--- src/rtl/multi_master_arbiter_if.sv ---
// ============================================================================
// multi_master_arbiter_if : request/grant/split bundle for multi_master_arbiter
// Rev 1.0
// ============================================================================
`default_nettype none

interface multi_master_arbiter_if #(
  parameter int NUM_MASTERS = 4,
  parameter int NUM_SLAVES  = 3,
  parameter int SLAVE_LEN   = 2
);
  localparam int ID_W = $clog2(NUM_MASTERS);

  logic [NUM_MASTERS-1:0]           m_request;
  logic [NUM_MASTERS*SLAVE_LEN-1:0] m_slave_sel;
  logic                             trans_done;
  logic [NUM_SLAVES-1:0]            s_split_en;
  logic [NUM_SLAVES-1:0]            s_split_resume;
  logic [NUM_MASTERS-1:0]           m_grant;
  logic [ID_W-1:0]                  grant_id;
  logic [SLAVE_LEN-1:0]             slave_sel;
  logic                             arbiter_busy;
  logic                             bus_busy;
  logic [NUM_SLAVES-1:0]            split_pending;
  logic                             timeout;

  modport master (
    output m_request, m_slave_sel, trans_done, s_split_en, s_split_resume,
    input  m_grant, grant_id, slave_sel, arbiter_busy, bus_busy, split_pending, timeout
  );

  modport slave (
    input  m_request, m_slave_sel, trans_done, s_split_en, s_split_resume,
    output m_grant, grant_id, slave_sel, arbiter_busy, bus_busy, split_pending, timeout
  );
endinterface

`default_nettype wire

--- src/rtl/multi_master_arbiter.sv ---
// ============================================================================
// multi_master_arbiter : IDLE/GRANT/BUSY bus arbiter with split/resume parking.
// ARB_WATCHDOG_EN adds a BUSY-cycle watchdog.                        Rev 1.0
// ============================================================================
`default_nettype none

module multi_master_arbiter #(
  parameter int NUM_MASTERS       = 4,
  parameter int NUM_SLAVES        = 3,
  parameter int SLAVE_LEN         = 2,
  parameter int ROUND_ROBIN       = 1,
  parameter int MAX_COUNT_TIMEOUT = 100
) (
  input  wire logic             clk,
  input  wire logic             reset,
  multi_master_arbiter_if.slave bus
);
  localparam int ID_W = $clog2(NUM_MASTERS);

  localparam logic [1:0] S_IDLE  = 2'd0;
  localparam logic [1:0] S_GRANT = 2'd1;
  localparam logic [1:0] S_BUSY  = 2'd2;

  logic [1:0]             r_state;
  logic [1:0]             w_next_state;
  logic [NUM_MASTERS-1:0] r_grant;
  logic [ID_W-1:0]        r_grant_id;
  logic [SLAVE_LEN-1:0]   r_slave_sel;
  logic [ID_W-1:0]        r_rr_ptr;
  logic [NUM_SLAVES-1:0]  r_split_pending;
  logic [ID_W-1:0]        r_parked_id [NUM_SLAVES];
  logic                   r_resume_valid;
  logic [ID_W-1:0]        r_resume_id;
  logic                   r_timeout;

  logic [NUM_SLAVES-1:0]  w_resume_hit;
  logic [NUM_SLAVES-1:0]  w_pending_kept;
  logic [NUM_MASTERS-1:0] w_parked;
  logic [NUM_MASTERS-1:0] w_eligible;
  logic                   w_new_res_valid;
  logic [ID_W-1:0]        w_new_res_id;
  logic                   w_win_valid;
  logic [ID_W-1:0]        w_win_id;
  logic [NUM_SLAVES-1:0]  w_split_set;
  logic                   w_split_fire;
  logic                   w_wd_fire;
  logic                   w_release;
  logic                   w_arbiter_busy;
  logic                   w_bus_busy;

  // Resume pulses for empty slots are dropped here.
  assign w_resume_hit   = bus.s_split_resume & r_split_pending;
  assign w_pending_kept = r_split_pending & ~w_resume_hit;

  always_comb begin
    w_parked = '0;
    for (int s = 0; s < NUM_SLAVES; s++) begin
      for (int m = 0; m < NUM_MASTERS; m++) begin
        if (w_pending_kept[s] && (r_parked_id[s] == ID_W'(m))) begin
          w_parked[m] = 1'b1;
        end
      end
    end
  end

  assign w_eligible = bus.m_request & ~w_parked;

  // Lowest-index slave wins when several resumes land in the same cycle.
  always_comb begin
    w_new_res_valid = 1'b0;
    w_new_res_id    = '0;
    for (int s = NUM_SLAVES - 1; s >= 0; s--) begin
      if (w_resume_hit[s]) begin
        w_new_res_valid = 1'b1;
        w_new_res_id    = r_parked_id[s];
      end
    end
  end

  always_comb begin
    w_win_valid = 1'b0;
    w_win_id    = '0;
    if (ROUND_ROBIN != 0) begin
      for (int off = 1; off <= NUM_MASTERS; off++) begin
        if (!w_win_valid && w_eligible[(int'(r_rr_ptr) + off) % NUM_MASTERS]) begin
          w_win_valid = 1'b1;
          w_win_id    = ID_W'((int'(r_rr_ptr) + off) % NUM_MASTERS);
        end
      end
    end else begin
      for (int i = 0; i < NUM_MASTERS; i++) begin
        if (!w_win_valid && w_eligible[i]) begin
          w_win_valid = 1'b1;
          w_win_id    = ID_W'(i);
        end
      end
    end
    // A freshly resumed master pre-empts the normal policy.
    if (w_new_res_valid && w_eligible[w_new_res_id]) begin
      w_win_valid = 1'b1;
      w_win_id    = w_new_res_id;
    end else if (r_resume_valid && w_eligible[r_resume_id]) begin
      w_win_valid = 1'b1;
      w_win_id    = r_resume_id;
    end
  end

  // trans_done beats a split; a slave already holding a parked master ignores it.
  always_comb begin
    w_split_set = '0;
    if (r_state == S_BUSY && !bus.trans_done) begin
      for (int s = 0; s < NUM_SLAVES; s++) begin
        if (int'(r_slave_sel) == s && bus.s_split_en[s] && !r_split_pending[s]) begin
          w_split_set[s] = 1'b1;
        end
      end
    end
  end

  assign w_split_fire = |w_split_set;

`ifdef ARB_WATCHDOG_EN
  localparam int WD_W = $clog2(MAX_COUNT_TIMEOUT + 1);
  logic [WD_W-1:0] r_wd_count;

  always_ff @(posedge clk) begin
    if (reset || r_state != S_BUSY) begin
      r_wd_count <= '0;
    end else begin
      r_wd_count <= r_wd_count + 1'b1;
    end
  end

  assign w_wd_fire = (r_state == S_BUSY) && !bus.trans_done && !w_split_fire &&
                     (r_wd_count == WD_W'(MAX_COUNT_TIMEOUT - 1));
`else
  // No watchdog; the parameter is only referenced to keep it in use.
  assign w_wd_fire = 1'b0 & (MAX_COUNT_TIMEOUT > 0);
`endif

  assign w_release = (r_state == S_BUSY) && (bus.trans_done || w_split_fire || w_wd_fire);

  always_ff @(posedge clk) begin
    if (reset) begin
      r_state <= S_IDLE;
    end else begin
      r_state <= w_next_state;
    end
  end

  always_comb begin
    w_next_state = r_state;
    case (r_state)
      S_IDLE:  if (w_win_valid) w_next_state = S_GRANT;
      S_GRANT: w_next_state = S_BUSY;
      S_BUSY:  if (w_release) w_next_state = S_IDLE;
      default: w_next_state = S_IDLE;
    endcase
  end

  always_comb begin
    w_arbiter_busy = 1'b0;
    w_bus_busy     = 1'b0;
    case (r_state)
      S_GRANT: w_arbiter_busy = 1'b1;
      S_BUSY: begin
        w_arbiter_busy = 1'b1;
        w_bus_busy     = 1'b1;
      end
      default: ;
    endcase
  end

  always_ff @(posedge clk) begin
    if (reset) begin
      r_grant         <= '0;
      r_grant_id      <= '0;
      r_slave_sel     <= '0;
      r_rr_ptr        <= ID_W'(NUM_MASTERS - 1);
      r_split_pending <= '0;
      r_resume_valid  <= 1'b0;
      r_resume_id     <= '0;
      r_timeout       <= 1'b0;
      for (int s = 0; s < NUM_SLAVES; s++) begin
        r_parked_id[s] <= '0;
      end
    end else begin
      r_timeout <= w_wd_fire;
      if (r_state == S_IDLE && w_win_valid) begin
        r_grant     <= NUM_MASTERS'(1) << w_win_id;
        r_grant_id  <= w_win_id;
        r_slave_sel <= bus.m_slave_sel[w_win_id*SLAVE_LEN +: SLAVE_LEN];
        r_rr_ptr    <= w_win_id;
      end else if (w_release) begin
        r_grant <= '0;
      end

      r_split_pending <= w_pending_kept | w_split_set;
      for (int s = 0; s < NUM_SLAVES; s++) begin
        if (w_split_set[s]) begin
          r_parked_id[s] <= r_grant_id;
        end
      end

      if (r_state == S_IDLE && w_win_valid) begin
        r_resume_valid <= 1'b0;
      end else if (w_new_res_valid && !r_resume_valid) begin
        r_resume_valid <= 1'b1;
        r_resume_id    <= w_new_res_id;
      end
    end
  end

  assign bus.m_grant       = r_grant;
  assign bus.grant_id      = r_grant_id;
  assign bus.slave_sel     = r_slave_sel;
  assign bus.arbiter_busy  = w_arbiter_busy;
  assign bus.bus_busy      = w_bus_busy;
  assign bus.split_pending = r_split_pending;
  assign bus.timeout       = r_timeout;

endmodule

`default_nettype wire

--- src/flat_wrapper.sv ---
// flat-port wrapper written by rule: the top's interface ports become plain ports
module multi_master_arbiter_flat 
#(
  parameter int NUM_MASTERS       = 4,
  parameter int NUM_SLAVES        = 3,
  parameter int SLAVE_LEN         = 2,
  parameter int ROUND_ROBIN       = 1,
  parameter int MAX_COUNT_TIMEOUT = 100
)
  (clk, reset, bus_m_request, bus_m_slave_sel, bus_trans_done, bus_s_split_en, bus_s_split_resume, bus_m_grant, bus_grant_id, bus_slave_sel, bus_arbiter_busy, bus_bus_busy, bus_split_pending, bus_timeout);
  multi_master_arbiter_if #(.NUM_MASTERS(NUM_MASTERS), .NUM_SLAVES(NUM_SLAVES), .SLAVE_LEN(SLAVE_LEN)) bus_i ();
  input  wire logic clk;
  input  wire logic reset;
  input wire logic [$bits(bus_i.m_request)-1:0] bus_m_request;
  input wire logic [$bits(bus_i.m_slave_sel)-1:0] bus_m_slave_sel;
  input wire logic [$bits(bus_i.trans_done)-1:0] bus_trans_done;
  input wire logic [$bits(bus_i.s_split_en)-1:0] bus_s_split_en;
  input wire logic [$bits(bus_i.s_split_resume)-1:0] bus_s_split_resume;
  output wire logic [$bits(bus_i.m_grant)-1:0] bus_m_grant;
  output wire logic [$bits(bus_i.grant_id)-1:0] bus_grant_id;
  output wire logic [$bits(bus_i.slave_sel)-1:0] bus_slave_sel;
  output wire logic [$bits(bus_i.arbiter_busy)-1:0] bus_arbiter_busy;
  output wire logic [$bits(bus_i.bus_busy)-1:0] bus_bus_busy;
  output wire logic [$bits(bus_i.split_pending)-1:0] bus_split_pending;
  output wire logic [$bits(bus_i.timeout)-1:0] bus_timeout;
  assign bus_i.m_request = bus_m_request;
  assign bus_i.m_slave_sel = bus_m_slave_sel;
  assign bus_i.trans_done = bus_trans_done;
  assign bus_i.s_split_en = bus_s_split_en;
  assign bus_i.s_split_resume = bus_s_split_resume;
  assign bus_m_grant = bus_i.m_grant;
  assign bus_grant_id = bus_i.grant_id;
  assign bus_slave_sel = bus_i.slave_sel;
  assign bus_arbiter_busy = bus_i.arbiter_busy;
  assign bus_bus_busy = bus_i.bus_busy;
  assign bus_split_pending = bus_i.split_pending;
  assign bus_timeout = bus_i.timeout;
  multi_master_arbiter #(.NUM_MASTERS(NUM_MASTERS), .NUM_SLAVES(NUM_SLAVES), .SLAVE_LEN(SLAVE_LEN), .ROUND_ROBIN(ROUND_ROBIN), .MAX_COUNT_TIMEOUT(MAX_COUNT_TIMEOUT)) u_core (.clk(clk), .reset(reset), .bus(bus_i));
endmodule
--- config.mk ---
export PLATFORM = sky130hd
export DESIGN_NAME = multi_master_arbiter_flat
export DESIGN_NICKNAME = d
export VERILOG_FILES = /design/src/rtl/multi_master_arbiter_if.sv /design/src/rtl/multi_master_arbiter.sv /design/src/flat_wrapper.sv
export SDC_FILE = /design/constraint.sdc
export NUM_CORES = 1
export LEC_CHECK = 0
export CAP_MARGIN = 20
export CORE_UTILIZATION = 54
export DETAILED_ROUTE_END_ITERATION = 8
export PLACE_DENSITY = 0.85
export SLEW_MARGIN = 20
export SYNTH_ARGS = -nofsm -noshare
export SYNTH_HDL_FRONTEND = slang
export SYNTH_SLANG_ARGS = --single-unit
--- constraint.sdc ---
create_clock -name clk -period 4.6 [get_ports clk]
set_clock_uncertainty 0.2 [all_clocks]
set_input_delay 0.92 -clock clk [delete_from_list [all_inputs] [get_ports clk]]
set_output_delay 0.92 -clock clk [all_outputs]
set_load 0.005 [all_outputs]
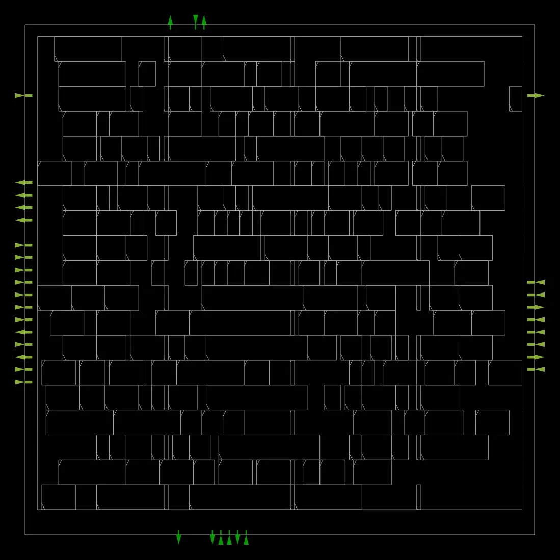
**Above:** cell outlines without signal wires.
fillers: 222
core footprint: 0.002734 sq mm
fraction of area in registers: 0.2816
Final Util: 0.7021
n_taps: 31

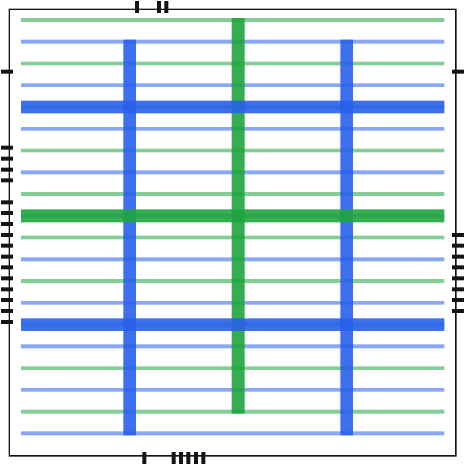
**Above:** power grid.
Drawn at 8 px/um. Pins as bars on the die edge.
VSS: shown in blue. VDD: shown in green.
3 straps on met4. The core has 19 rows. 3 straps on met5. 20 met1 rails follow the rows. 35 signal pins sit on the boundary.
Die Height: 55.65 um
die extent in x: 55.65 um

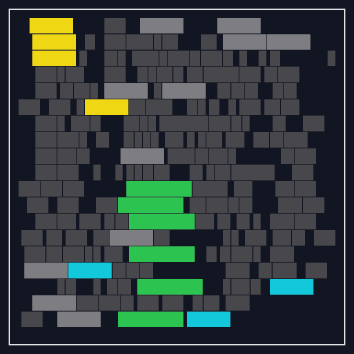
**Above:** sequential cells colored by netlist name.
Drawn at 6 px/um.
u_core.bus.split_pending: shown in cyan, sequential cells 3. u_core.bus.m_grant: shown in yellow, sequential cells 4, where upper left. u_core.r_parked_id: shown in green, sequential cells 6.
Another 11 sequential cells are not colored.

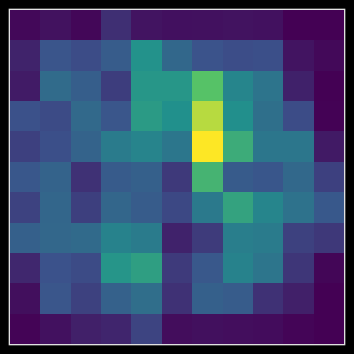
**Above:** wire density map.
Drawn at 6 px/um. The die is cut into 11 by 11 equal tiles; dark purple is low, yellow is high, scaled to the fullest tile. Values are wire area over tile area, all layers added.
8.3% of the tiles are nearly empty. 9.9% of the tiles are over half the peak. The fullest tile reaches 0.80. The mean over all tiles is 0.21.
GRT Util Overall: 0.2646
Routed WL per cell: 16.61 um
Routed WL: 3886 um
DR vias: 1,478

how the worst max path moves through the flow:
stage,to,slack (ps),cells past startpoint
after floorplan,u_core.bus.m_grant[2],1480,9
after global placement,u_core.bus.m_grant[0],760,9
after detailed placement,u_core.bus.m_grant[2],600,9
after CTS,u_core.bus.m_grant[2],940,9
after global routing,u_core.bus.m_grant[2],740,9
final,u_core.bus.m_grant[2],900,9
metal layers:
metal / up-vias / GRT usage / share of wire
met5: - / 0 / 0
met4: 0 / 0.1393 / 0.036
met3: 15 / 0.03953 / 0.070
met2: 75 / 0.4613 / 0.50
met1: 679 / 0.3130 / 0.39
li1: 709 / - / -
tightest hold or removal path: stages (launching register included):
cell     delay, ps
dfxtp_1        340
nand2_1         60
a21oi_1         50
per-stage QoR:
stage          worst slack, ps  hold WS [ps]  cell area, sq um  std cells
4_1_cts                  936.6         274.1              1919        234
3_5_place_dp             598.3         251.0              1893        230
6_report                 901.3         272.3              1919        234
3_3_place_gp             758.5         248.0              1893        230
5_1_grt                  743.4         309.5              1919        234
2_1_floorplan             1478         248.2              1554        170
kinds of logic (layout without fill, tap and decap cells):
logic type                 count (synthesis)  after routing
AOI/OAI and AO/OA                         34             34
adders and majority gates                  3              3
buffers and inverters                     11             44
DFF                                       24             24
muxes                                     10             10
other                                      1              1
and+or+nand+nor                           87             87
report_power, final:
group	switching, uW	internal [uW]	total [uW]
Sequential	21.1	237	258
Combinational	81.8	90.3	172
Clock	61.9	31.8	93.7
Total	165	359	524
registers in the layout, summed over array words and instances, names as in the netlist, 2 cells and up:
register and count:
u_core.bus.m_grant 4, u_core.r_parked_id 6, u_core.bus.split_pending 3, u_core.r_rr_ptr 2
u_core.r_state 2, u_core.bus.slave_sel 2, u_core.r_resume_id 2, u_core.bus.grant_id 2
==> impl_metrics.env <==
# yosys + openroad results
export IMPL_status="complete, no violations"
export IMPL_place_congestion=0.8548
export IMPL_critical_path_top_delay_family="simple AND/OR/NAND/NOR gates"
export IMPL_syn_to_final_growth_pct=23.51
export IMPL_mux_area_frac=0.07246
export IMPL_grt_pass1_wl_um=6430
export IMPL_p_leak_uw=0.0007077
export IMPL_power_density_mw_per_mm2=272.8
export IMPL_yosysTopAreaCellShare=0.2319
export IMPL_logic_gate_count=135
export IMPL_synth_avg_cell_area_sq_um=9.141
export IMPL_rr_endpoint="u_core.bus.m_grant[2]"
export IMPL_drtIter0Drc=49
export IMPL_rsz0062_at_grt="false"
export IMPL_drive_gt1_frac=0.06897
export IMPL_critPathMaxStageDelay_ps=550
export IMPL_syn_area_sq_mm=0.001554
export IMPL_synth_main_ff_cell="dfxtp_1"
export IMPL_cts_clk_slew_worst_paths_ps=120
export IMPL_period_used=0.8041
export IMPL_grt_max_degree=24
export IMPL_critPathKind="input port to flip-flop"
export IMPL_nets=228
export IMPL_crit_start="bus_s_split_resume[2]"
export IMPL_peakVddDrop_uv=256.9
export IMPL_hold_class="flip-flop to flip-flop"
export IMPL_flops=24
export IMPL_postSynthSeqShare=0.3478
export IMPL_syn_instance_count=170
export IMPL_most_common_cell="dfxtp_1"
export IMPL_comb_area_sq_um=953.4
export IMPL_io_buffers=33
export IMPL_tritoncts="done"
export IMPL_ctsResizeCount=0
export IMPL_post_route_drc_count=0
export IMPL_topCombFamilyByArea="simple AND/OR/NAND/NOR gates"
export IMPL_clock_latency_ps=320
export IMPL_tool_warnings=28
export IMPL_cts_buffer_depth=2
export IMPL_aoi_share=0.1739
export IMPL_min_delay_worst_endpoint="u_core.bus.m_grant[2]"
export IMPL_viasPerCell=6.316
export IMPL_comb_area_frac=0.4967
export IMPL_timing_fmax_mhz=270.4
export IMPL_common_cells="dfxtp_1, nand2_1, nor2_1"
export IMPL_rrSetupSlack_ps=1570
export IMPL_crit_chain="clkdlybuf4s50_1 -> or4b_1 -> nand4_1 -> nand2_1 -> o32ai_2 -> o311ai_2 -> mux2i_4 -> or3b_1 -> a21oi_1"
export IMPL_end_kind="flip-flop"
export IMPL_first_pass_iters=4
export IMPL_finalSetupTns_ps=0
export IMPL_final_cell_mix="clkdlybuf4s50_1, dfxtp_1, nand2_1, nor2_1, a21oi_1"
export IMPL_clkSinkCount=24
export IMPL_cp_num_buf_inv=1
export IMPL_ys_warn_count=0
export IMPL_num_clock_buffers=3
export IMPL_dieArea_sq_mm=0.003096
export IMPL_grt_pass1_vias=1371
export IMPL_num_nonclk_buffers=34
export IMPL_postCtsHoldBufs=0
export IMPL_worstMarginPinSlew_ps=761.2
export IMPL_buf_share=0.1760
export IMPL_io_pins=35
export IMPL_setup_violations=0
export IMPL_yosys_area_top_type="dfxtp_1"
export IMPL_h_tree_depth=1
export IMPL_largestClassByArea="logic gates"
export IMPL_cp_max_fo=11
export IMPL_register_area_sq_um=540.5
export IMPL_insertedDiodeCount=0
export IMPL_reg2reg_from="u_core.r_parked_id[0][2]"
export IMPL_async_flop_share=0
export IMPL_min_from="u_core.bus.m_grant[2]"
export IMPL_drtAntennaViolNets=0
export IMPL_dp_hpwl_um=3103
export IMPL_hold_path_depth=2
export IMPL_edf_count=6
export IMPL_power_uw=523.7
export IMPL_drv_slew=0
export IMPL_reg2reg_depth=8
export IMPL_synthTopCellsByArea="dfxtp_1, edfxtp_1, mux2i_1"
export IMPL_fp_utilization=0.5684
export IMPL_clock_area_frac=0.01369
export IMPL_netlist_cell_type_count=53
export IMPL_overflow=0
export IMPL_synthesis_nets=194
export IMPL_inverters_excl_clock=6
export IMPL_hold_violations=0
export IMPL_cts_inserted_buffers=3
export IMPL_simple_gate_area_frac=0.3406
export IMPL_slew_limit_headroom=0.4909
export IMPL_worstPathRequired_ps=4640
export IMPL_drv_cap=0
export IMPL_crit_arrival_ps=3740
export IMPL_row_count=19
export IMPL_ys_area_sq_mm=0.001554
export IMPL_synthXorXnorAreaFrac=0
export IMPL_ys_cells=170
export IMPL_cp_start_kind="input port"
export IMPL_final_common_cell="clkdlybuf4s50_1"
export IMPL_min_period_ps=3699
export IMPL_post_cts_buffers=0
export IMPL_synth_cellmix_adderShare=0.02415
export IMPL_ys_ff=24
export IMPL_critPathSlowestCell="or4b_1"
export IMPL_antenna_found_initial=0
export IMPL_root_buffer="clkbuf_4"
